$ cat config.mk
export PLATFORM = sky130hd
export DESIGN_NAME = sat_alu_pipe
export DESIGN_NICKNAME = d
export VERILOG_FILES = /design/src/rtl/alu_pkg.sv /design/src/rtl/sat_add.sv /design/src/rtl/sat_alu_pipe.sv
export SDC_FILE = /design/constraint.sdc
export NUM_CORES = 1
export LEC_CHECK = 0
export CORE_MARGIN = 10
export CORE_UTILIZATION = 58
export CTS_BUF_LIST = sky130_fd_sc_hd__clkbuf_8
export CTS_CLUSTER_DIAMETER = 100
export DETAILED_ROUTE_END_ITERATION = 10
export HOLD_SLACK_MARGIN = 0.03
export PLACE_DENSITY = 0.87
export SETUP_SLACK_MARGIN = 0.15
export SLEW_MARGIN = 20
export SYNTH_ARGS = -nofsm -noshare
export SYNTH_HDL_FRONTEND = slang
export SYNTH_SLANG_ARGS = --single-unit
$ cat constraint.sdc
create_clock -name clk -period 4.83 [get_ports clk]
set_input_delay 0.966 -clock clk [delete_from_list [all_inputs] [get_ports clk]]
set_output_delay 0.966 -clock clk [all_outputs]
set_load 0.1 [all_outputs]
$ cat src/rtl/alu_pkg.sv
// Shared opcode, flag-index and saturation helpers for the
// pipelined saturating ALU.
package alu_pkg;

    typedef enum logic [2:0] {
        ALU_ADD    = 3'b000,
        ALU_SUB    = 3'b001,
        ALU_XOR    = 3'b010,
        ALU_NAND   = 3'b011,
        ALU_PADDSB = 3'b100,
        ALU_RED    = 3'b101
    } alu_op_e;

    localparam int FLG_Z = 2;
    localparam int FLG_V = 1;
    localparam int FLG_N = 0;

    function automatic logic [63:0] sat_max(input int n);
        return (64'd1 << (n - 1)) - 64'd1;
    endfunction

    function automatic logic [63:0] sat_min(input int n);
        return 64'd1 << (n - 1);
    endfunction

endpackage

$ cat src/rtl/sat_add.sv
// Signed saturating adder: clamps to max/min when both operands
// share a sign and the raw sum's sign differs.
module sat_add
    import alu_pkg::*;
#(
    parameter int N = 16
) (
    input  logic [N-1:0] x,
    input  logic [N-1:0] y,
    input  logic         cin,
    output logic [N-1:0] sum,
    output logic         ovf
);

    localparam logic [63:0] MAX64 = sat_max(N);
    localparam logic [63:0] MIN64 = sat_min(N);
    localparam logic [N-1:0] MAXV = MAX64[N-1:0];
    localparam logic [N-1:0] MINV = MIN64[N-1:0];

    logic [N-1:0] raw;

    always_comb begin
        raw = x + y + {{(N-1){1'b0}}, cin};
        ovf = (x[N-1] == y[N-1]) && (raw[N-1] != x[N-1]);
        sum = raw;
        if (ovf) begin
            sum = x[N-1] ? MINV : MAXV;
        end
    end

endmodule

$ cat src/rtl/sat_alu_pipe.sv
// Two-stage valid/ready ALU: S1 does adders and byte pair sums,
// S2 finishes the byte reduction and owns the result registers.
module sat_alu_pipe
    import alu_pkg::*;
#(
    parameter int W    = 16,
    parameter int LANE = 4
) (
    input  logic         clk,
    input  logic         rst,
    input  logic         in_valid,
    output logic         in_ready,
    input  logic [2:0]   op,
    input  logic [W-1:0] a,
    input  logic [W-1:0] b,
    output logic         out_valid,
    input  logic         out_ready,
    output logic [W-1:0] result,
    output logic         illegal,
    output logic [2:0]   flags
);

    localparam int NL = W / LANE;
    localparam int NP = W / 8;

    logic s2_adv, s1_adv;

    logic                s1_valid_q, s1_valid_d;
    logic [2:0]          s1_op_q, s1_op_d;
    logic [W-1:0]        s1_res_q, s1_res_d;
    logic                s1_ovf_q, s1_ovf_d;
    logic [NP-1:0][8:0]  s1_pair_q, s1_pair_d;

    logic                s2_valid_q, s2_valid_d;
    logic [2:0]          s2_op_q, s2_op_d;
    logic [W-1:0]        s2_res_q, s2_res_d;
    logic                s2_ovf_q, s2_ovf_d;
    logic                s2_ill_q, s2_ill_d;
    logic [2:0]          flags_q, flags_d;

    logic                is_sub;
    logic [W-1:0]        add_y, add_sum, lane_sum, red_sum;
    logic                add_ovf;
    logic [NL-1:0]       lane_ovf;

    assign s2_adv   = ~s2_valid_q | out_ready;
    assign s1_adv   = ~s1_valid_q | s2_adv;
    assign in_ready = s1_adv;

    assign is_sub = (op == ALU_SUB);
    assign add_y  = is_sub ? ~b : b;

    sat_add #(.N(W)) u_add (
        .x   (a),
        .y   (add_y),
        .cin (is_sub),
        .sum (add_sum),
        .ovf (add_ovf)
    );

    for (genvar g = 0; g < NL; g++) begin : g_lane
        sat_add #(.N(LANE)) u_lane (
            .x   (a[g*LANE +: LANE]),
            .y   (b[g*LANE +: LANE]),
            .cin (1'b0),
            .sum (lane_sum[g*LANE +: LANE]),
            .ovf (lane_ovf[g])
        );
    end

    always_comb begin
        s1_valid_d = s1_valid_q;
        s1_op_d    = s1_op_q;
        s1_res_d   = s1_res_q;
        s1_ovf_d   = s1_ovf_q;
        s1_pair_d  = s1_pair_q;
        if (s1_adv) begin
            s1_valid_d = in_valid;
            if (in_valid) begin
                s1_op_d  = op;
                s1_res_d = '0;
                s1_ovf_d = 1'b0;
                for (int i = 0; i < NP; i++) begin
                    s1_pair_d[i] = {a[8*i+7], a[8*i +: 8]}
                                 + {b[8*i+7], b[8*i +: 8]};
                end
                case (op)
                    ALU_ADD, ALU_SUB: begin
                        s1_res_d = add_sum;
                        s1_ovf_d = add_ovf;
                    end
                    ALU_XOR:  s1_res_d = a ^ b;
                    ALU_NAND: s1_res_d = ~(a & b);
                    ALU_PADDSB: begin
                        s1_res_d = lane_sum;
                        s1_ovf_d = |lane_ovf;
                    end
                    default: ;
                endcase
            end
        end
    end

    // Pair sums are 9-bit signed; W >= 16 keeps the full sum exact.
    always_comb begin
        red_sum = '0;
        for (int i = 0; i < NP; i++) begin
            red_sum = red_sum + {{(W-9){s1_pair_q[i][8]}}, s1_pair_q[i]};
        end
    end

    always_comb begin
        s2_valid_d = s2_valid_q;
        s2_op_d    = s2_op_q;
        s2_res_d   = s2_res_q;
        s2_ovf_d   = s2_ovf_q;
        s2_ill_d   = s2_ill_q;
        if (s2_adv) begin
            s2_valid_d = s1_valid_q;
            if (s1_valid_q) begin
                s2_op_d  = s1_op_q;
                s2_ovf_d = s1_ovf_q;
                s2_ill_d = s1_op_q[2] & s1_op_q[1];
                if (s2_ill_d) begin
                    s2_res_d = '0;
                end else if (s1_op_q == ALU_RED) begin
                    s2_res_d = red_sum;
                end else begin
                    s2_res_d = s1_res_q;
                end
            end
        end
    end

    always_comb begin
        flags_d = flags_q;
        if (s2_valid_q && out_ready) begin
            case (s2_op_q)
                ALU_ADD, ALU_SUB: begin
                    flags_d[FLG_Z] = (s2_res_q == '0);
                    flags_d[FLG_V] = s2_ovf_q;
                    flags_d[FLG_N] = s2_res_q[W-1];
                end
                ALU_XOR, ALU_NAND: flags_d[FLG_Z] = (s2_res_q == '0);
                default: ;
            endcase
        end
    end

    always_ff @(posedge clk) begin
        if (rst) begin
            s1_valid_q <= 1'b0;
            s2_valid_q <= 1'b0;
            s2_res_q   <= '0;
            s2_ill_q   <= 1'b0;
            flags_q    <= 3'b000;
        end else begin
            s1_valid_q <= s1_valid_d;
            s2_valid_q <= s2_valid_d;
            s2_res_q   <= s2_res_d;
            s2_ill_q   <= s2_ill_d;
            flags_q    <= flags_d;
        end
    end

    always_ff @(posedge clk) begin
        s1_op_q   <= s1_op_d;
        s1_res_q  <= s1_res_d;
        s1_ovf_q  <= s1_ovf_d;
        s1_pair_q <= s1_pair_d;
        s2_op_q   <= s2_op_d;
        s2_ovf_q  <= s2_ovf_d;
    end

    assign out_valid = s2_valid_q;
    assign result    = s2_res_q;
    assign illegal   = s2_ill_q;
    assign flags     = flags_q;

endmodule

==> run_1/sizes.png <==
Bar = 20 µm.
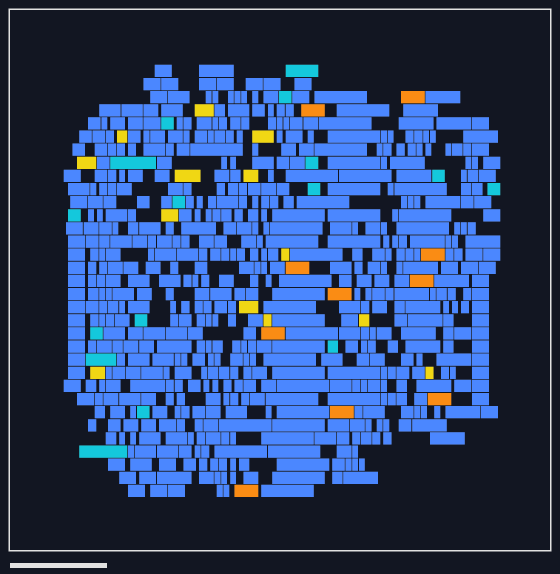
Key: _0 and _1 cells = blue [cells 574, share 94%, most used nor2_1]; _2 cells = yellow [cells 13, share 2.1%]; _3 and _4 cells = cyan [cells 16, share 2.6%, most used buf_4]; _6 and larger = orange [cells 10, share 1.6%, most used clkbuf_8]

==> run_1/io_placement.png <==
Pins as bars across the die edge, other pins in gray.
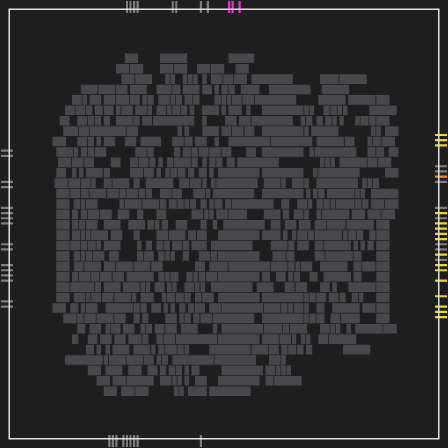
Key: result = yellow [pins 16, direction output, edge east]; out_valid = orange [pins 1, direction output, edge east]; op = magenta [pins 3, direction input, edge north]
All pins by edge: 25 east, 16 west, 11 north, 9 south.

==> run_1/clk_routes.png <==
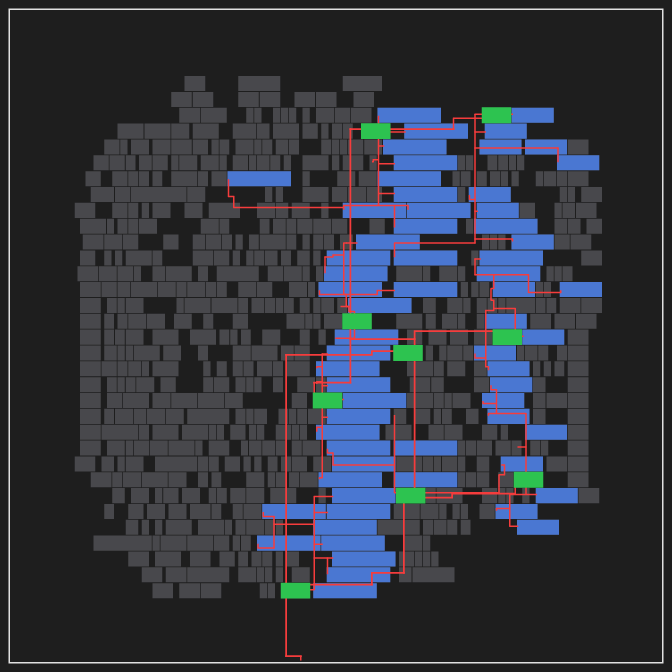
Key: flip-flops = blue [count 63]; clock drivers = green [count 9]; clock wires = red [length 690 µm]
There are 10 routed clock nets.

==> flow_summary.yaml, run 1 <==
# implementation run metrics
outcome:
  status: "completed"
timing:
  final_hold_viol_count: 0
  fin_skew_ps: 8.19
  tightestPinTransition_ps: 986
  grt_setup_unrepaired: "false"
  period_used_pct: 89.2
  max_freq_mhz: 232
  final_critical_path_setup_slack_ps: 523
cells_and_area:
  layout_top_cells_excl_fill_tap: "sky130_fd_sc_hd__nor2_1, sky130_fd_sc_hd__clkdlybuf4s50_1, sky130_fd_sc_hd__a21oi_1"
  mostFrequentLayoutCell: "sky130_fd_sc_hd__nor2_1"
  final_cells: 718
  drive_above_1_share_pct: 6.36
placement:
  place.port_buffers: 60
  pre_cts_slack_ps: 183
  place_area_um2: 5610
  dp.final_hpwl_um: 9940
floorplan:
  dieHeight_um: 112
  io_pins: 61
job:
  warning_count: 28
  cap_violations: 0
setup_path:
  crit_path_max_incr_delay_ps: 470
  crit_path_cell_trace: "clkdlybuf4s50_1, nor3b_4, buf_4, xor2_1, ha_1, and3_1, a221oi_1, a31oi_1, nand3_1, mux2i_1, or3b_1, a211o_1"
  crit_required_ps: 4930
  timing.critical_path.to_type: "flop"
  worst-r2r-setup-slack_ps: 2230
  cp_data_arrival_time_ps: 4410
  worst_setup_path_start_kind: "input port"
clock_tree:
  cts_setup_buffers: 0
  tritoncts: "yes"
  clock_path_buffers: 2
  clock.latency.late_pin_ps: 350
  clock_sinks: 63
  cts_max_level: 3
hold_path:
  worstHoldPathType: "flop to flop"
power:
  power_per_cell_area_nw_per_um2: 293
  power.static_leakage_nw: 2.35
  vdd.ir_drop.worst_uv: 119
synthesis:
  ys_ff: 63
  library_cells_used_by_synthesis: 62
  synthMostInstantiatedCell: "sky130_fd_sc_hd__nor2_1"
  post_synth_most_frequent_cells: "sky130_fd_sc_hd__nor2_1, sky130_fd_sc_hd__a21oi_1, sky130_fd_sc_hd__nand2_1"
  topCellsByArea: "sky130_fd_sc_hd__edfxtp_1, sky130_fd_sc_hd__ha_1, sky130_fd_sc_hd__dfxtp_1"
  synthesis.area_per_instance_um2: 8.94
  synth_area_leader_cell: "sky130_fd_sc_hd__edfxtp_1"
  netlist.area_leader.share_pct: 25.1
  yosys_area_um2: 4900
  synthCells: 548
  synth_sequential_area_ratio_pct: 34.1
detailed_routing:
  detail_route.iter0.violations: 382
  dr.pass1.iters: 5
  vias: 4359
  totalWireLength_um: 12200
  route.detailed.wl_per_inst_um: 17.0
global_route:
  global_route.usage.total_pct: 18.7
  first_global_vias: 4228
  met2_track_demand_over_resource_pct: 31.5
  pin_count_of_the_biggest_net_entering_global_routing: 39
  globalRoute.busiestLayer: "met2"
  grt_antenna_before_repair: 0
  global_route.usage.met3_pct: 4.78
  grt_overflow_total: 0
==> run 1: logic make-up after synthesis <==
group,Yosys count,share of synthesized area [%]
AND-OR/OR-AND,180,24.1
XOR/XNOR,49,8.76
adder cells (fa/ha/maj),47,12.9
buffers and inverters,39,3.37
flip-flops,63,34.1
multiplexers,5,1.10
AND/OR/NAND/NOR,165,15.7
==> run 1: final timing paths <==
path                startpoint  cells after the start            to
setup / recovery         op[2]                     12  s1_res_q[14]
hold / removal        s1_ovf_q                      0      s2_ovf_q
setup reg to reg  s1_pair_q[1]                      8    result[13]
hold reg to reg       s1_ovf_q                      0      s2_ovf_q
==> run 1: where the power goes <==
group / switching [mW] / leakage [nW] / internal, mW
logic: 0.382 / 1.66 / 0.267
clock network: 0.189 / 0.0987 / 0.193
registers: 0.0248 / 0.585 / 0.635
total: 0.595 / 2.35 / 1.10
==> run 1: stage by stage <==
stage	utilization, %	power, mW
after floorplan	-	1.14
after global placement	68.3	1.28
after global routing	70.3	1.78
after CTS	70.3	1.69
after detailed placement	68.3	1.31
final	70.3	1.69
==> run 1: layer usage <==
layer	vias to the layer above	routed length [µm]	share of wire, %
met3	38	835	6.8
met5	-	0	0
met1	1984	5210	43
li1	2138	-	-
met2	199	5770	47
met4	0	392	3.2
==> run 1: final cells by class <==
cell class                 instances  area [µm²]
sequential                        63        1670
clock buffer                      10         138
timing repair buffer              70         673
clock inverter                     6        28.8
fill                             623        2440
inverter                          18        67.6
tap                              105         131
multi-input combinational        446        3070
==> run 1: state kept, by name, summed over array words and instances (netlist names) <==
signal	flops
s2_op_q	2
s1_ovf_q	1
s1_res_q	16
s2_ovf_q	1
result	16
s1_pair_q	18
s1_op_q	3
flags	3
illegal	1
out_valid	1
s1_valid_q	1
## Run 2: what changed since run 1
CTS_CLUSTER_SIZE = 25   (was unset)
==> run_2/clk_routes.png <==
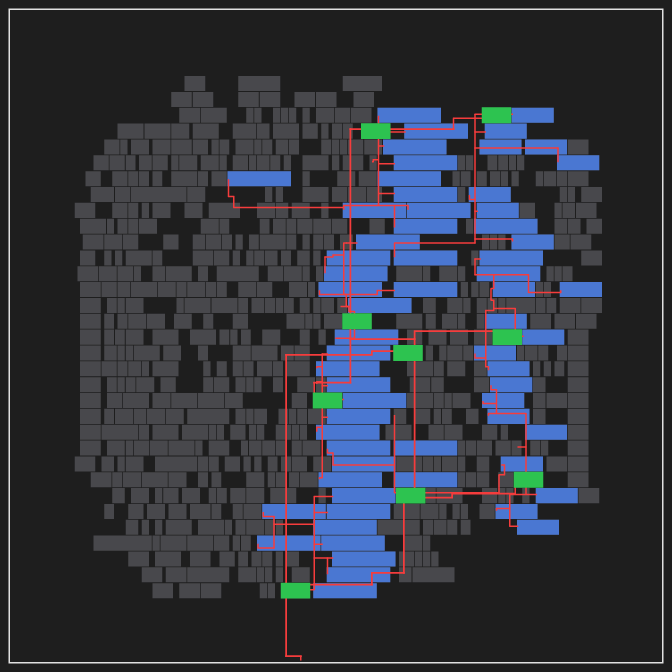
Key: clock drivers = green [count 9]; clock wires = red [length 690 µm]; flip-flops = blue [count 63]
There are 10 routed clock nets.

==> run_2/clocks.png <==
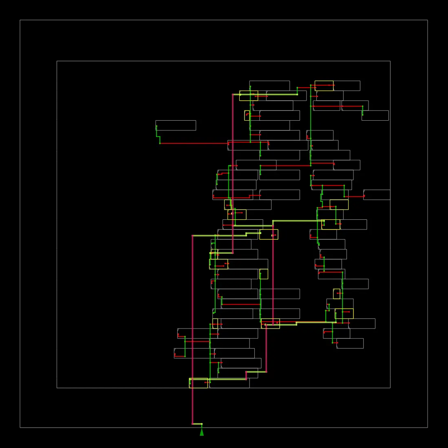
TritonCTS Buffers: 9
clock distribution power: 382 µW
Max Clock Skew: 8.19 ps

==> run_2/sizes.png <==
Bar = 20 µm.
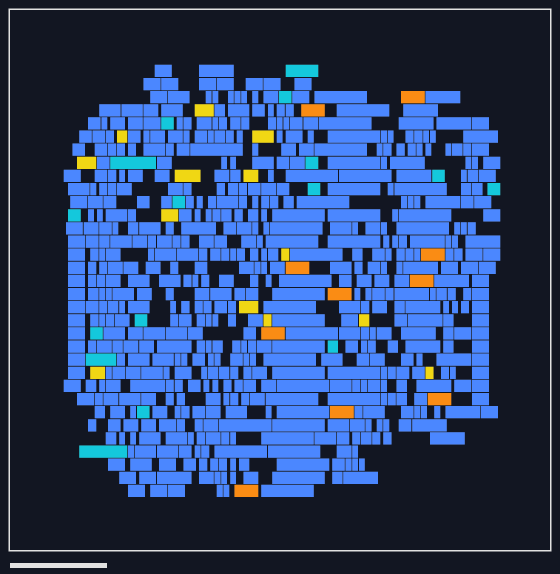
Key: _3 and _4 cells = cyan [cells 16, share 2.6%, most used buf_4]; _6 and larger = orange [cells 10, share 1.6%, most used clkbuf_8]; _0 and _1 cells = blue [cells 574, share 94%, most used nor2_1]; _2 cells = yellow [cells 13, share 2.1%]

==> run 2 against run 1 <==
Net effect: sequential power barely moved; final cell count did not move; final area did not move; die size did not move; sequential share of layout area did not move; critical path type unchanged; critical endpoint unchanged.
==> flow_summary.yaml, run 2 <==
# implementation run metrics
synthesis:
  topCellsByArea: "sky130_fd_sc_hd__edfxtp_1, sky130_fd_sc_hd__ha_1, sky130_fd_sc_hd__dfxtp_1"
  yosys_area_um2: 4900
  synthMostInstantiatedCell: "sky130_fd_sc_hd__nor2_1"
  synth_sequential_area_ratio_pct: 34.1
  dominant_non_sequential_cell_family_after_synthesis: "AND-OR/OR-AND gates"
  synth_area_leader_cell: "sky130_fd_sc_hd__edfxtp_1"
  library_cells_used_by_synthesis: 62
  synthesis.area_per_instance_um2: 8.94
  post_synth_most_frequent_cells: "sky130_fd_sc_hd__nor2_1, sky130_fd_sc_hd__a21oi_1, sky130_fd_sc_hd__nand2_1"
  area_fraction_in_full_adders_half_adders_and_majority_gates_pct: 12.9
  synthCells: 548
  synth-compound-area-share_pct: 24.1
  synthMuxAreaShare_pct: 1.10
  yosys.area_share.simple_pct: 15.7
  netlist.area_leader.share_pct: 25.1
power:
  power_leader: "sequential cells"
  comb_power_share_pct: 38.4
  flip_flop_and_latch_power_uw: 660
  switching_power_uw: 595
  sequential_power_share_pct: 39.0
  cellInternalPower_mw: 1.10
  power.static_leakage_nw: 2.35
  power_per_cell_area_nw_per_um2: 293
  share_clk_of_total_power_pct: 22.6
  pwr.group.combinational_uw: 649
cells_and_area:
  largest_register_ffs: 18
  area.sequential_um2: 1670
  multiInputGateArea_um2: 3070
  max_flop_register: "s1_pair_q"
  fill_cells: 623
  drive_above_1_share_pct: 6.36
floorplan:
  io_pins: 61
  dieHeight_um: 112
detailed_routing:
  totalWireLength_um: 12200
  met2_length_um: 5770
  highest-signal-layer: "met4"
  route.detailed.wl_per_inst_um: 17.0
  dr_wl_met3_um: 835
  vias: 4359
setup_path:
  worst_setup_path_start_kind: "input port"
  crit_required_ps: 4930
  timing.critical_path.to_type: "flop"
  crit_path_cell_trace: "clkdlybuf4s50_1, nor3b_4, buf_4, xor2_1, ha_1, and3_1, a221oi_1, a31oi_1, nand3_1, mux2i_1, or3b_1, a211o_1"
  crit_path_max_incr_delay_ps: 470
global_route:
  global_route.usage.met3_pct: 4.78
  met2_track_demand_over_resource_pct: 31.5
  globalRoute.busiestLayer: "met2"
  global_route.usage.total_pct: 18.7
  grt_antenna_before_repair: 0
hold_path:
  worstHoldPathType: "flop to flop"
clock_tree:
  clock.latency.late_pin_ps: 350
  cts_max_level: 3
  clock_sinks: 63
  tritoncts: "yes"
  cts_setup_buffers: 0
timing:
  final_critical_path_setup_slack_ps: 523
  period_used_pct: 89.2
  tightestPinTransition_ps: 986
  max_freq_mhz: 232
placement:
  place_area_um2: 5610
  pre_cts_slack_ps: 183
  place.port_buffers: 60
  dp.final_hpwl_um: 9940
job:
  warning_count: 28
outcome:
  status: "completed"
run 2: cell counts after synthesis:
Identical to the previous run, type by type.
run 2: cell families (layout without fill, tap and decap cells):
family,after synthesis,in the layout
AND-OR/OR-AND,180,180
AND/OR/NAND/NOR,165,165
flip-flops,63,63
XOR/XNOR,49,49
adder cells (fa/ha/maj),47,47
buffers and inverters,39,104
multiplexers,5,5
run 2: worst paths after layout:
| check | from | endpoint | slack (ps) | cells after the start |
|---|---|---|---|---|
| setup / recovery | op[2] | s1_res_q[14] | 520 | 12 |
| hold / removal | s1_ovf_q | s2_ovf_q | 440 | 0 |
| setup reg to reg | s1_pair_q[1] | result[13] | 2230 | 8 |
| hold reg to reg | s1_ovf_q | s2_ovf_q | 440 | 0 |
run 2: area by class of cell:
cell class	instances	area share, %
Sequential cell	63	28.9
Tap cell	105	2.27
Timing Repair Buffer	70	11.6
Clock inverter	6	0.498
Inverter	18	1.17
Clock buffer	10	2.38
Multi-Input combinational cell	446	53.1
run 2: worst register-to-register path: cells and delay by family, from the launching register on:
| family | cells | cell delay, ps |
|---|---|---|
| and+or+nand+nor | 1 | 90 |
| adders and majority gates | 1 | 320 |
| AOI/OAI and AO/OA | 6 | 1610 |
| DFF | 1 | 430 |
run 2: per-stage QoR:
| stage | power, mW | util (%) | instances | hold slack, ps |
|---|---|---|---|---|
| after global routing | 1.78 | 70.3 | 718 | 470 |
| after floorplan | 1.14 | - | 548 | 400 |
| final | 1.69 | 70.3 | 718 | 445 |
| after detailed placement | 1.31 | 68.3 | 702 | 432 |
| after global placement | 1.28 | 68.3 | 702 | 404 |
| after CTS | 1.69 | 70.3 | 718 | 444 |
==> run_2/io_placement.png <==
Pins as bars across the die edge, other pins in gray.
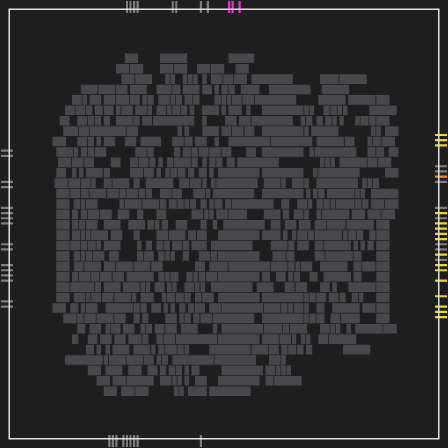

## Run 3: what changed since run 2
CORE_ASPECT_RATIO = 0.9   (was unset)
==> run_3/io_placement.png <==
Pins as bars across the die edge, other pins in gray.
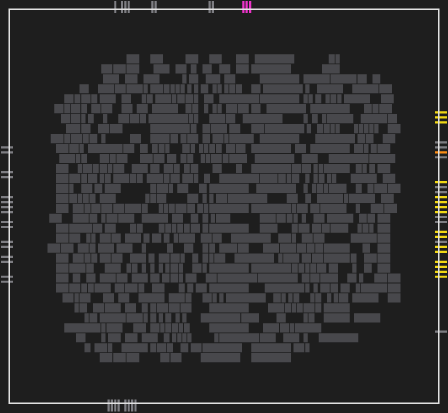
Key: op = magenta [pins 3, direction input, edge north]; result = yellow [pins 16, direction output, edge east]; out_valid = orange [pins 1, direction output, edge east]

==> run_3/sizes.png <==
Bar = 20 µm.
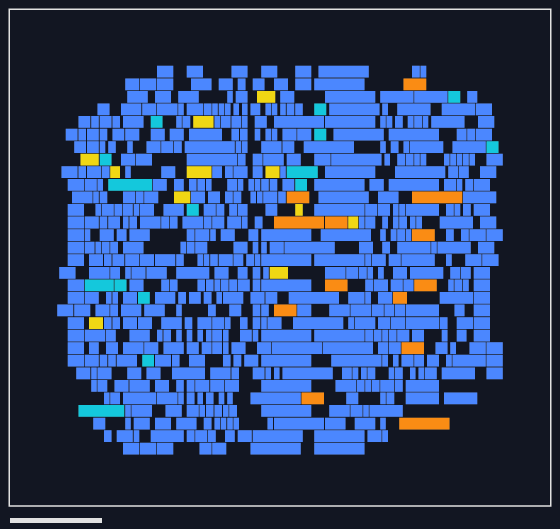
Area Overhead vs Synth: 19.2%
count of plain and timing-repair buffers in the layout: 70
final worst slack: 512 ps
finished layout cell area: 5840 µm²

==> run_3/clocks.png <==
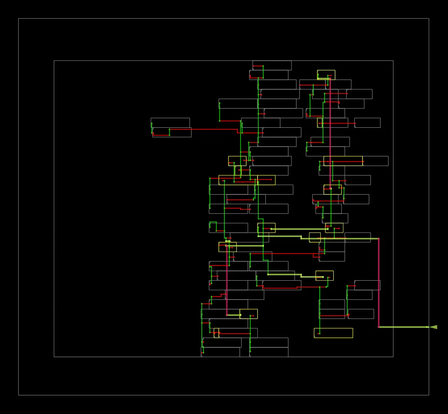
number of sinks handled by clock tree synthesis: 63
seq_cells: 63
clock distribution power: 540 µW

==> run 3 against run 2 <==
Net effect: maximum frequency is 0.25% lower; synthesized cell count stayed put; die size is essentially flat; utilization rose by 1.4 points; sequential share of layout area fell by 0.30 points; clock power is 41% higher; critical path type unchanged; largest power group unchanged.
==> flow_summary.yaml, run 3 <==
# implementation run metrics
cells_and_area:
  max_flop_register: "s1_pair_q"
  drive_above_1_share_pct: 6.36
  largest_register_ffs: 18
  antenna_cells: 0
  fin_nets: 694
setup_path:
  number_of_logic_stages_on_the_critical_path_including_buffering: 12
  rr_endpoint: "result[9]"
  timing.critical_path.to_type: "flop"
  critical_path_buf_inv_count: 2
  worst_setup_path_start_kind: "input port"
  r2r.worst_path.cells: 8
  crit_path_cell_trace: "clkdlybuf4s50_1, nor3b_4, buf_4, xor2_1, ha_1, a21o_1, a221oi_1, a31oi_1, nand3_1, mux2i_1, or3b_1, a211o_1"
  worst-r2r-setup-slack_ps: 2200
  crit_path_max_incr_delay_ps: 470
  regToRegStartpoint: "s1_pair_q[1]"
timing:
  tightestPinTransition_ps: 987
  final-max-slew-violation-count: 0
  setup_violations: 0
  period_used_pct: 89.4
  max_freq_mhz: 232
  fin_skew_ps: 8.70
  fin_crit_ps: 4320
global_route:
  grt_antenna_before_repair: 0
  global_route.usage.total_pct: 19.7
  global_route.usage.met3_pct: 2.73
  globalRoute.busiestLayer: "met2"
  met2_track_demand_over_resource_pct: 32.8
power:
  cellInternalPower_mw: 1.24
  sequential_power_share_pct: 35.5
  comb_power_share_pct: 35.4
  share_clk_of_total_power_pct: 29.1
  switching_power_uw: 616
  power.static_leakage_nw: 2.37
  power_per_cell_area_nw_per_um2: 318
hold_path:
  worstHoldPathType: "flop to flop"
  hold_start: "s1_ovf_q"
  hold_path_end: "s2_ovf_q"
  hold_depth: 0
detailed_routing:
  totalWireLength_um: 12700
  highest-signal-layer: "met4"
  vias: 4435
  dr_wl_met3_um: 878
  met2_length_um: 5980
  route.detailed.wl_per_inst_um: 17.9
clock_tree:
  clock.latency.late_pin_ps: 340
  tritoncts: "yes"
  cts_max_level: 3
  tritoncts.num_buffers: 9
  cts-resized-gates: 0
  cts_setup_buffers: 0
placement:
  pre_cts_slack_ps: 201
  routabilityCongestion: 0.995
  place.port_buffers: 60
  dp.final_hpwl_um: 10200
synthesis:
  synthCells: 548
  netlist.area_leader.share_pct: 25.1
  synthMostInstantiatedCell: "sky130_fd_sc_hd__nor2_1"
  library_cells_used_by_synthesis: 62
  synth_sequential_area_ratio_pct: 34.1
  synth_area_leader_cell: "sky130_fd_sc_hd__edfxtp_1"
  synthesis.area_per_instance_um2: 8.94
  post_synth_most_frequent_cells: "sky130_fd_sc_hd__nor2_1, sky130_fd_sc_hd__a21oi_1, sky130_fd_sc_hd__nand2_1"
  topCellsByArea: "sky130_fd_sc_hd__edfxtp_1, sky130_fd_sc_hd__ha_1, sky130_fd_sc_hd__dfxtp_1"
  yosys_area_um2: 4900
job:
  warning_count: 28
outcome:
  status: "completed"
floorplan:
  io_pins: 61
[run 3: power groups by stage]
stage                     combinational [mW]  sequential [mW]  clock [mW]
after detailed placement               0.641            0.672           0
after floorplan                        0.417            0.718           0
after global placement                 0.615            0.669           0
after global routing                   0.714            0.664       0.566
after CTS                              0.646            0.661       0.543
final                                  0.658            0.660       0.540
[run 3: area by class of cell]
class | instances | area (µm²)
multi-input combinational | 446 | 3070
fill | 604 | 2300
tap | 99 | 124
clock buffer | 9 | 124
clock inverter | 7 | 111
timing repair buffer | 70 | 673
inverter | 18 | 67.6
sequential | 63 | 1670
[run 3: cell families (layout without fill, tap and decap cells)]
group | after synthesis | count (layout) | share of synthesized area (%)
DFF | 63 | 63 | 34.1
muxes | 5 | 5 | 1.10
and+or+nand+nor | 165 | 165 | 15.7
xor gates and xnor gates | 49 | 49 | 8.76
adders and majority gates | 47 | 47 | 12.9
buffers and inverters | 39 | 104 | 3.37
AOI/OAI and AO/OA | 180 | 180 | 24.1
[run 3: per-stage QoR]
stage	power (mW)	std cells	area, µm²	hold WS, ps	utilization, %
3_5_place_dp	1.31	696	5610	413	68.8
2_1_floorplan	1.14	548	4900	400	-
5_1_grt	1.94	712	5840	448	71.7
4_1_cts	1.85	712	5840	432	71.7
6_report	1.86	712	5840	431	71.7
3_3_place_gp	1.28	696	5610	404	68.8
[run 3: worst max path at each step]
stage	from	endpoint	slack [ps]
finish	op[2]	s1_res_q[14]	510
global route	op[2]	s1_res_q[14]	400
CTS	op[2]	s1_res_q[14]	530
detailed placement	op[0]	s1_res_q[14]	200
global placement	op[2]	s1_res_q[14]	290
floorplan	op[2]	s1_res_q[14]	600
Power is estimated from default activity; no workload was simulated.
